--- src/rtl/demux_1_to_4_if.sv ---
// demux_1_to_4_if
//   Stream bundle for the 1-to-4 demultiplexer: one producer-side input
//   stream and four consumer-side output channels.
//   Signals:
//     in_valid / in_ready / in_sel / in_data      producer handshake, destination, word
//     out_valid[3:0] / out_ready[3:0]             per-channel consumer handshake
//     out_data0..out_data3                        head word of each channel (0 when empty)
//   Modports:
//     slave  - the demultiplexer itself
//     master - the environment (producer plus the four consumers)
//   Macros: WORD_WIDTH (word width, defaults to 8 when not provided).

`ifndef WORD_WIDTH
`define WORD_WIDTH 8
`endif

interface demux_1_to_4_if #(
  parameter int WORD_WIDTH = `WORD_WIDTH
);
  logic                  in_valid;
  logic                  in_ready;
  logic [1:0]            in_sel;
  logic [WORD_WIDTH-1:0] in_data;
  logic [3:0]            out_valid;
  logic [3:0]            out_ready;
  logic [WORD_WIDTH-1:0] out_data0;
  logic [WORD_WIDTH-1:0] out_data1;
  logic [WORD_WIDTH-1:0] out_data2;
  logic [WORD_WIDTH-1:0] out_data3;

  modport slave (
    input  in_valid, in_sel, in_data, out_ready,
    output in_ready, out_valid, out_data0, out_data1, out_data2, out_data3
  );

  modport master (
    output in_valid, in_sel, in_data, out_ready,
    input  in_ready, out_valid, out_data0, out_data1, out_data2, out_data3
  );
endinterface

--- src/rtl/demux_1_to_4.sv ---
// demux_1_to_4
//   Registered 1-to-4 stream demultiplexer. Each input word is steered to the
//   channel named by in_sel and buffered in that channel's FIFO, so a stalled
//   consumer only blocks words addressed to it.
//   Ports:
//     clk            rising-edge clock
//     rst_n          asynchronous active-low reset (discards all buffered words)
//     bus            demux_1_to_4_if.slave stream bundle
//     stat_clr       synchronous clear of the delivery counters
//     stat_cnt0..3   words delivered per channel (saturating)
//   Parameters: WORD_WIDTH, DEPTH (power of 2, >=2), CNT_WIDTH.
//   Macros:
//     DEMUX_STATS_EN - builds the per-channel delivery counters; when undefined
//                      stat_cnt* are tied to 0 and stat_clr is ignored.
//     WORD_WIDTH     - default word width (8 when not provided).

`ifndef WORD_WIDTH
`define WORD_WIDTH 8
`endif

module demux_1_to_4 #(
  parameter int WORD_WIDTH = `WORD_WIDTH,
  parameter int DEPTH      = 2,
  parameter int CNT_WIDTH  = 16
) (
  input  logic                 clk,
  input  logic                 rst_n,
  demux_1_to_4_if.slave        bus,
  input  logic                 stat_clr,
  output logic [CNT_WIDTH-1:0] stat_cnt0,
  output logic [CNT_WIDTH-1:0] stat_cnt1,
  output logic [CNT_WIDTH-1:0] stat_cnt2,
  output logic [CNT_WIDTH-1:0] stat_cnt3
);

  localparam int PW = $clog2(DEPTH);
  localparam int CW = PW + 1;

  logic [WORD_WIDTH-1:0] r_mem   [4][DEPTH];
  logic [PW-1:0]         r_wptr  [4];
  logic [PW-1:0]         r_rptr  [4];
  logic [CW-1:0]         r_count [4];

  logic                  w_in_ready;
  logic [3:0]            w_valid;
  logic [3:0]            w_push;
  logic [3:0]            w_pop;
  logic [WORD_WIDTH-1:0] w_head  [4];

  // in_ready looks only at stored occupancy: a full channel refuses a word
  // even when its consumer is popping in the same cycle.
  always_comb begin
    w_in_ready = (r_count[bus.in_sel] != CW'(DEPTH));
    w_valid    = '0;
    w_push     = '0;
    w_pop      = '0;
    for (int k = 0; k < 4; k++) begin
      w_valid[k] = (r_count[k] != '0);
      w_push[k]  = bus.in_valid && w_in_ready && (bus.in_sel == 2'(k));
      w_pop[k]   = w_valid[k] && bus.out_ready[k];
      w_head[k]  = w_valid[k] ? r_mem[k][r_rptr[k]] : '0;
    end
  end

  // Pointers are PW bits wide, so the increment wraps modulo DEPTH.
  always_ff @(posedge clk or negedge rst_n) begin
    if (!rst_n) begin
      for (int k = 0; k < 4; k++) begin
        r_wptr[k]  <= '0;
        r_rptr[k]  <= '0;
        r_count[k] <= '0;
      end
    end else begin
      for (int k = 0; k < 4; k++) begin
        if (w_push[k]) r_wptr[k] <= r_wptr[k] + 1'b1;
        if (w_pop[k])  r_rptr[k] <= r_rptr[k] + 1'b1;
        case ({w_push[k], w_pop[k]})
          2'b10:   r_count[k] <= r_count[k] + 1'b1;
          2'b01:   r_count[k] <= r_count[k] - 1'b1;
          default: r_count[k] <= r_count[k];
        endcase
      end
    end
  end

  // Storage needs no reset: an empty channel forces its out_data to 0.
  always_ff @(posedge clk) begin
    for (int k = 0; k < 4; k++) begin
      if (w_push[k]) r_mem[k][r_wptr[k]] <= bus.in_data;
    end
  end

  assign bus.in_ready  = w_in_ready;
  assign bus.out_valid = w_valid;
  assign bus.out_data0 = w_head[0];
  assign bus.out_data1 = w_head[1];
  assign bus.out_data2 = w_head[2];
  assign bus.out_data3 = w_head[3];

`ifdef DEMUX_STATS_EN
  logic [CNT_WIDTH-1:0] r_stat [4];

  // Clear has priority over a same-cycle pop; counters stick at all-ones.
  always_ff @(posedge clk or negedge rst_n) begin
    if (!rst_n) begin
      for (int k = 0; k < 4; k++) r_stat[k] <= '0;
    end else begin
      for (int k = 0; k < 4; k++) begin
        if (stat_clr)                            r_stat[k] <= '0;
        else if (w_pop[k] && (r_stat[k] != '1))  r_stat[k] <= r_stat[k] + 1'b1;
      end
    end
  end

  assign stat_cnt0 = r_stat[0];
  assign stat_cnt1 = r_stat[1];
  assign stat_cnt2 = r_stat[2];
  assign stat_cnt3 = r_stat[3];
`else
  logic w_unused_stat_clr;
  assign w_unused_stat_clr = stat_clr;

  assign stat_cnt0 = '0;
  assign stat_cnt1 = '0;
  assign stat_cnt2 = '0;
  assign stat_cnt3 = '0;
`endif

endmodule

--- src/flat_wrapper.sv ---
// flat-port wrapper written by rule: the top's interface ports become plain ports
module demux_1_to_4_flat 
#(
  parameter int WORD_WIDTH = `WORD_WIDTH,
  parameter int DEPTH      = 2,
  parameter int CNT_WIDTH  = 16
)
  (clk, rst_n, stat_clr, stat_cnt0, stat_cnt1, stat_cnt2, stat_cnt3, bus_in_valid, bus_in_sel, bus_in_data, bus_out_ready, bus_in_ready, bus_out_valid, bus_out_data0, bus_out_data1, bus_out_data2, bus_out_data3);
  demux_1_to_4_if #(.WORD_WIDTH(WORD_WIDTH)) bus_i ();
  input  logic clk;
  input  logic rst_n;
  input  logic stat_clr;
  output logic [CNT_WIDTH-1:0] stat_cnt0;
  output logic [CNT_WIDTH-1:0] stat_cnt1;
  output logic [CNT_WIDTH-1:0] stat_cnt2;
  output logic [CNT_WIDTH-1:0] stat_cnt3;
  input wire logic [$bits(bus_i.in_valid)-1:0] bus_in_valid;
  input wire logic [$bits(bus_i.in_sel)-1:0] bus_in_sel;
  input wire logic [$bits(bus_i.in_data)-1:0] bus_in_data;
  input wire logic [$bits(bus_i.out_ready)-1:0] bus_out_ready;
  output wire logic [$bits(bus_i.in_ready)-1:0] bus_in_ready;
  output wire logic [$bits(bus_i.out_valid)-1:0] bus_out_valid;
  output wire logic [$bits(bus_i.out_data0)-1:0] bus_out_data0;
  output wire logic [$bits(bus_i.out_data1)-1:0] bus_out_data1;
  output wire logic [$bits(bus_i.out_data2)-1:0] bus_out_data2;
  output wire logic [$bits(bus_i.out_data3)-1:0] bus_out_data3;
  assign bus_i.in_valid = bus_in_valid;
  assign bus_i.in_sel = bus_in_sel;
  assign bus_i.in_data = bus_in_data;
  assign bus_i.out_ready = bus_out_ready;
  assign bus_in_ready = bus_i.in_ready;
  assign bus_out_valid = bus_i.out_valid;
  assign bus_out_data0 = bus_i.out_data0;
  assign bus_out_data1 = bus_i.out_data1;
  assign bus_out_data2 = bus_i.out_data2;
  assign bus_out_data3 = bus_i.out_data3;
  demux_1_to_4 #(.WORD_WIDTH(WORD_WIDTH), .DEPTH(DEPTH), .CNT_WIDTH(CNT_WIDTH)) u_core (.clk(clk), .rst_n(rst_n), .bus(bus_i), .stat_clr(stat_clr), .stat_cnt0(stat_cnt0), .stat_cnt1(stat_cnt1), .stat_cnt2(stat_cnt2), .stat_cnt3(stat_cnt3));
endmodule
--- config.mk ---
export PLATFORM = sky130hd
export DESIGN_NAME = demux_1_to_4_flat
export DESIGN_NICKNAME = d
export VERILOG_FILES = /design/src/rtl/demux_1_to_4_if.sv /design/src/rtl/demux_1_to_4.sv /design/src/flat_wrapper.sv
export SDC_FILE = /design/constraint.sdc
export NUM_CORES = 1
export LEC_CHECK = 0
export ABC_AREA = 1
export CORE_AREA = 2 2 98 100
export DETAILED_ROUTE_END_ITERATION = 16
export DIE_AREA = 0 0 100 102
export PLACE_DENSITY = 0.75
export RECOVER_POWER = 100
export SYNTH_ARGS = -nofsm -noshare
export SYNTH_HDL_FRONTEND = slang
export SYNTH_SLANG_ARGS = --single-unit
--- constraint.sdc ---
create_clock -name clk -period 1.6 [get_ports clk]
set_input_delay 0.16 -clock clk [delete_from_list [all_inputs] [get_ports clk]]
set_output_delay 0.16 -clock clk [all_outputs]
set_load 0.01 [all_outputs]
Figure 1. Clock network drawn from the DEF (run 1).
(6 px per um)
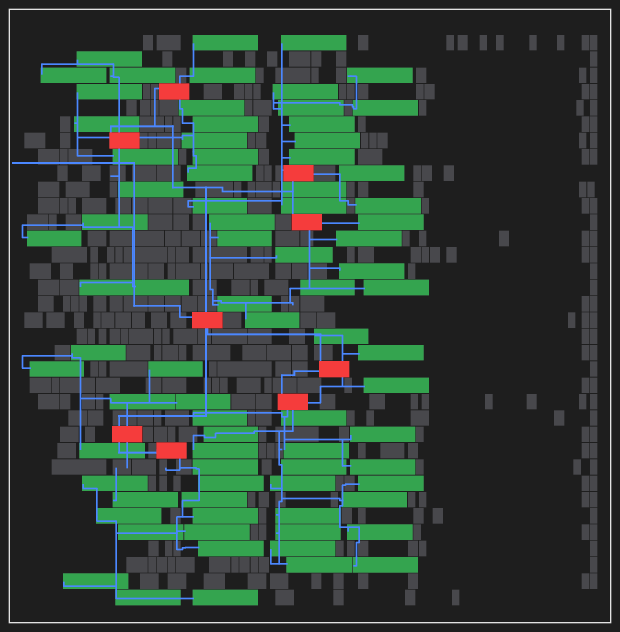
clock wires: drawn in blue, length 884 um. flip-flops: drawn in green, count 80. clock-net drivers: drawn in red, count 9.
There are 10 routed clock nets.
worst skew pair latency: 0.35 ns
final setup skew: 0.006804 ns

Figure 2. Signal wires on met2 (run 1).
(4 px per um) Cells faint in the background.
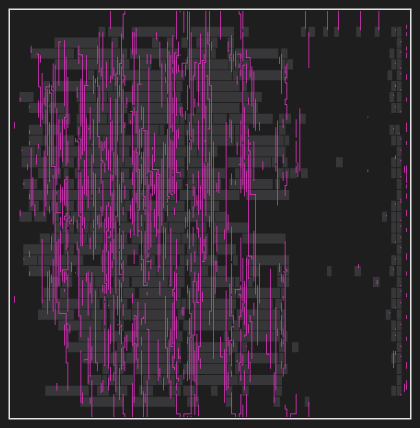
The longest straight run is 56.4 um. The layer holds 49% of the routed length. The layer carries 4,230 um of wire. The wires run mostly vertical. 410 nets have wire on it.

Figure 3. Clock wiring as the flow saved it (run 1).
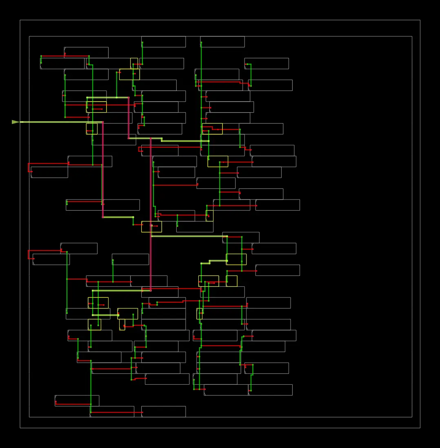
# clock sinks: 80
total clock buffers created by CTS: 9
Clock buffer cells: 11
power dissipated in the clock network: 1.28 mW

==> reports/metrics.yaml, run 1 <==
yosys.cell_count.top_type: "sky130_fd_sc_hd__nand2_1"
post_synth_fa_ha_maj_area_fraction: 0.01326
floorplan.io_pins: 119
routing_layer_with_the_top_usage_in_global_route: "met2"
max_area_cell_share: 0.5091
finalNetCount: 485
coreArea_mm2: 0.009109
m3_gr_usage: 0.03625
unrepaired_setup_endpoints_after_global_routing: "yes"
sort_of_element_at_the_end_of_the_critical_path: "flip-flop"
post_route_hold_slack_ns: 0.4515
grt_start_max_net_pins: 17
cts_root_buffer: "sky130_fd_sc_hd__clkbuf_8"
reg2reg_setup_slack_ns: -0.11
finalSetupViolations: 79
cts_hold_buffers: 0
cts_repair_resize_count: 185
utilization: 0.5462
run_status: "finished with violations"
worst_path_maximum_fanout: 3
timing.critical_path.slowest_cell_delay_ns: 0.43
ff_latch_area_mm2: 0.002323
final_tally_of_hold_violations: 0
cts_max_path_buffers: 2
layout_setup_ws_ns: -0.1103
logic_family: "buffers and inverters"
dp.cells: 550
synth_top_cell_by_area: "sky130_fd_sc_hd__edfxtp_1"
grt_antenna_before_repair: 0
synth.yosys.chip_area_mm2: 0.003775
mostFrequentLayoutCell: "sky130_fd_sc_hd__nand2_1"
multi_input_gate_area_mm2: 0.001290
synth.cellmix.xorXnorShare: 0.02784
synth_cells: 343
cp.arrival_ns: 1.94
syn-mean-instance-area_um2: 11.01
violations: "negative setup slack"
wirelength_met1_um: 3444
start_kind: "flip-flop"
die_area_mm2: 0.01020
buffers_inserted_during_post_cts_setup_optimization: 9
global_route.usage.met2: 0.2890
yosys_simple_share: 0.1313
top_signal_layer_used: "met4"
ys_seq_elements: 80
yosysWarnings: 0
first_pass_iteration_count_of_the_detailed_router: 5
grt_pass1_vias: 2594
layout_cell_share_with_drive_strength_beyond_1: 0.3312
r2r_cells: 8
power.total_mw: 8.038
floorplan.rows: 35
global_route_met1_utilization: 0.2086
num_antenna_cells: 0
layout_top_cells_excl_fill_tap: "sky130_fd_sc_hd__nand2_1 (81), sky130_fd_sc_hd__conb_1 (64), sky130_fd_sc_hd__edfxtp_1 (64)"
slew_headroom: 0.3846
yosysCellCount: 343
synth.area.mux_share: 0
fp-utilization: 0.4144
drv_cap: 0
critical_path_class: "flip-flop to flip-flop"
p_leak_nw: 2.172
crit_required_ns: 1.83
die_x_um: 100
## run 1: registers in the layout (all words and copies together) (netlist names)
| register | count |
|---|---|
| u_core.r_mem | 64 |
| u_core.r_rptr | 4 |
| u_core.r_count | 8 |
| u_core.r_wptr | 4 |
## run 1: power by group
group          total, mW  switching [mW]  internal [mW]
clock network       1.28           0.720          0.561
logic               3.98            2.13           1.85
registers           2.78           0.200           2.58
total               8.04            3.05           4.99
## run 1: cell type report
type | instances | share of cell area
clock buffer | 11 | 0.02641
clock inverter | 5 | 0.006791
multi-input combinational | 233 | 0.2593
inverter | 23 | 0.01735
timing repair buffer | 116 | 0.1952
tap | 111 | 0.02792
sequential | 80 | 0.4671
==> run 2: changes to the inputs <==
--- a/config.mk
+++ b/config.mk
@@ -6,10 +6,12 @@
 export NUM_CORES = 1
 export LEC_CHECK = 0
 export ABC_AREA = 1
-export CORE_AREA = 2 2 98 100
+export CAP_MARGIN = 20
+export CORE_AREA = 2 2 93 95
+export CTS_CLUSTER_SIZE = 25
 export DETAILED_ROUTE_END_ITERATION = 16
-export DIE_AREA = 0 0 100 102
-export PLACE_DENSITY = 0.75
+export DIE_AREA = 0 0 95 97
+export PLACE_DENSITY = 0.79
 export RECOVER_POWER = 100
 export SYNTH_ARGS = -nofsm -noshare
 export SYNTH_HDL_FRONTEND = slang
==> constraint.sdc (replaced) <==
create_clock -name clk -period 1.9 [get_ports clk]
set_input_delay 0.19 -clock clk [delete_from_list [all_inputs] [get_ports clk]]
set_output_delay 0.19 -clock clk [all_outputs]
set_load 0.01 [all_outputs]
==> run 2 against run 1 <==
Effect of this change:
- the run now ends clean
- first-iteration DRC count is 14% higher
- register-to-register slack improved by 0.22 ns
- synthesized cell count did not move
- critical path depth shrank 4
==> reports/metrics.yaml, run 2 <==
run_status: "completed"
unrepaired_setup_endpoints_after_global_routing: "no"
grt_antenna_before_repair: 0
floorplan.io_pins: 119
worst_reg2reg_startpoint: "u_core.r_count[0]"
tapcell.inserted: 105
tally_of_unique_sky130hd_cells_used_after_synthesis: 23
seq_area_frac: 0.5071
multi_input_gate_area_mm2: 0.001095
floorplan.rows: 33
logic_family: "buffers and inverters"
routing_layer_with_the_top_usage_in_global_route: "met2"
signal_buffers_share_of_area: 0.1538
sort_of_element_at_the_end_of_the_critical_path: "primary output"
p_leak_nw: 2.062
ys_seq_elements: 80
m3_gr_usage: 0.04050
synth.cellmix.xorXnorShare: 0.02784
hold_path.startpoint: "u_core.r_wptr[1]"
coreArea_mm2: 0.008134
num-multi-input-gates: 233
grt_start_max_net_pins: 17
grt_pass1_vias: 2389
comb_area_frac: 0.2387
share_seq_of_total_power: 0.377
comb_power_share: 0.397
synth_cells: 343
skew_ns: 0.004221
drt-total-wl_um: 7487
worst_path_maximum_fanout: 9
r2r_cells: 9
finalSetupViolations: 0
top_area_cell_types: "sky130_fd_sc_hd__edfxtp_1 (51%), sky130_fd_sc_hd__buf_4 (13%), sky130_fd_sc_hd__dfrtp_1 (11%)"
reg2reg_setup_slack_ns: 0.11
critical_path_class: "flip-flop to primary output"
max_area_cell_share: 0.5091
yosysWarnings: 0
wirelength_met1_um: 3025
synth.yosys.chip_area_mm2: 0.003775
die_area_mm2: 0.009215
min_period_ns: 1.833
switching_share: 0.3494
layout.non_clock_buffers: 88
timing.critical_path.slowest_cell_delay_ns: 0.47
worst_r2r_endpoint: "u_core.r_count[5]"
mostFrequentLayoutCell: "sky130_fd_sc_hd__nand2_1"
slew_headroom: 0.3681
largest_register_ff_count: 64
yosysCellCount: 343
synth.area.mux_share: 0
crit_required_ns: 1.71
largest_power_group: "combinational cells"
top_signal_layer_used: "met4"
n_all_inverters: 23
syn-mean-instance-area_um2: 11.01
switchingPower_mw: 2.235
num_antenna_cells: 0
p_clk_frac: 0.225
sequentialPower_mw: 2.42
die_x_um: 95
layout_top_cells_excl_fill_tap: "sky130_fd_sc_hd__nand2_1 (83), sky130_fd_sc_hd__conb_1 (64), sky130_fd_sc_hd__edfxtp_1 (64)"
post_route_hold_slack_ns: 0.4939
start_kind: "flip-flop"
largestClassByArea: "sequential cells"
yosys.cell_count.top_type: "sky130_fd_sc_hd__nand2_1"
internal_power_mw: 4.163
dp_hpwl_um: 5089
ff_latch_area_mm2: 0.002326
drv_cap: 0
layout_cell_share_with_drive_strength_beyond_1: 0.1500
post_synth_fa_ha_maj_area_fraction: 0.01326
first_pass_iteration_count_of_the_detailed_router: 5
timing.critical_path.from: "u_core.r_count[2]"
clock_cell_area_share: 0.05128
fp-utilization: 0.4641
comb_power_mw: 2.54
cts.sinks: 80
yosys_simple_share: 0.1313
first_iter_violations: 98
cp.arrival_ns: 1.64
global_route.usage.met2: 0.2821
ff_count: 80
global_route_met1_utilization: 0.1979
final_tally_of_hold_violations: 0
finalNetCount: 457
cts-buffers-inserted: 9
==> run 2: cell counts after synthesis <==
Identical to the previous run, type by type.
==> run 2: stage by stage <==
step / total power, mW / setup slack [ns] / instances / utilization / setup TNS (ns)
after global routing: 6.792 / 0.009586 / 545 / 0.5639 / 0
after detailed placement: 5.131 / -0.3698 / 521 / 0.5427 / -13.78
after CTS: 6.618 / 0.0006363 / 541 / 0.5765 / 0
after global placement: 5.031 / -0.2001 / 521 / 0.5427 / -6.823
after floorplan: 3.805 / 0.2994 / 406 / - / 0
final: 6.398 / 0.06676 / 545 / 0.5639 / 0
==> run 2: repair_timing <==
action	in CTS	in global routing
hold buffers	0	0
pin swaps	0	0
setup endpoints to repair	35	24
setup buffers	4	4
resized	22	28
Figure 4. Clock wiring as the flow saved it (run 2).
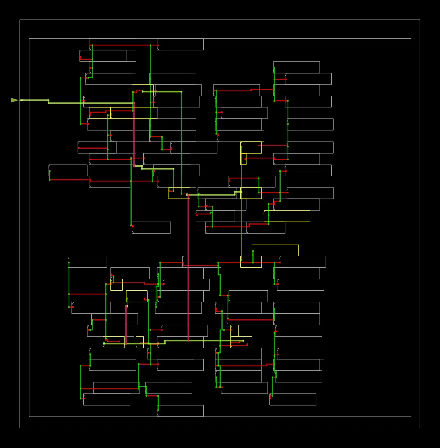
worst skew pair latency: 0.34 ns
power dissipated in the clock network: 1.44 mW
Clock buffer cells: 10

Power and IR drop assume default switching activity.
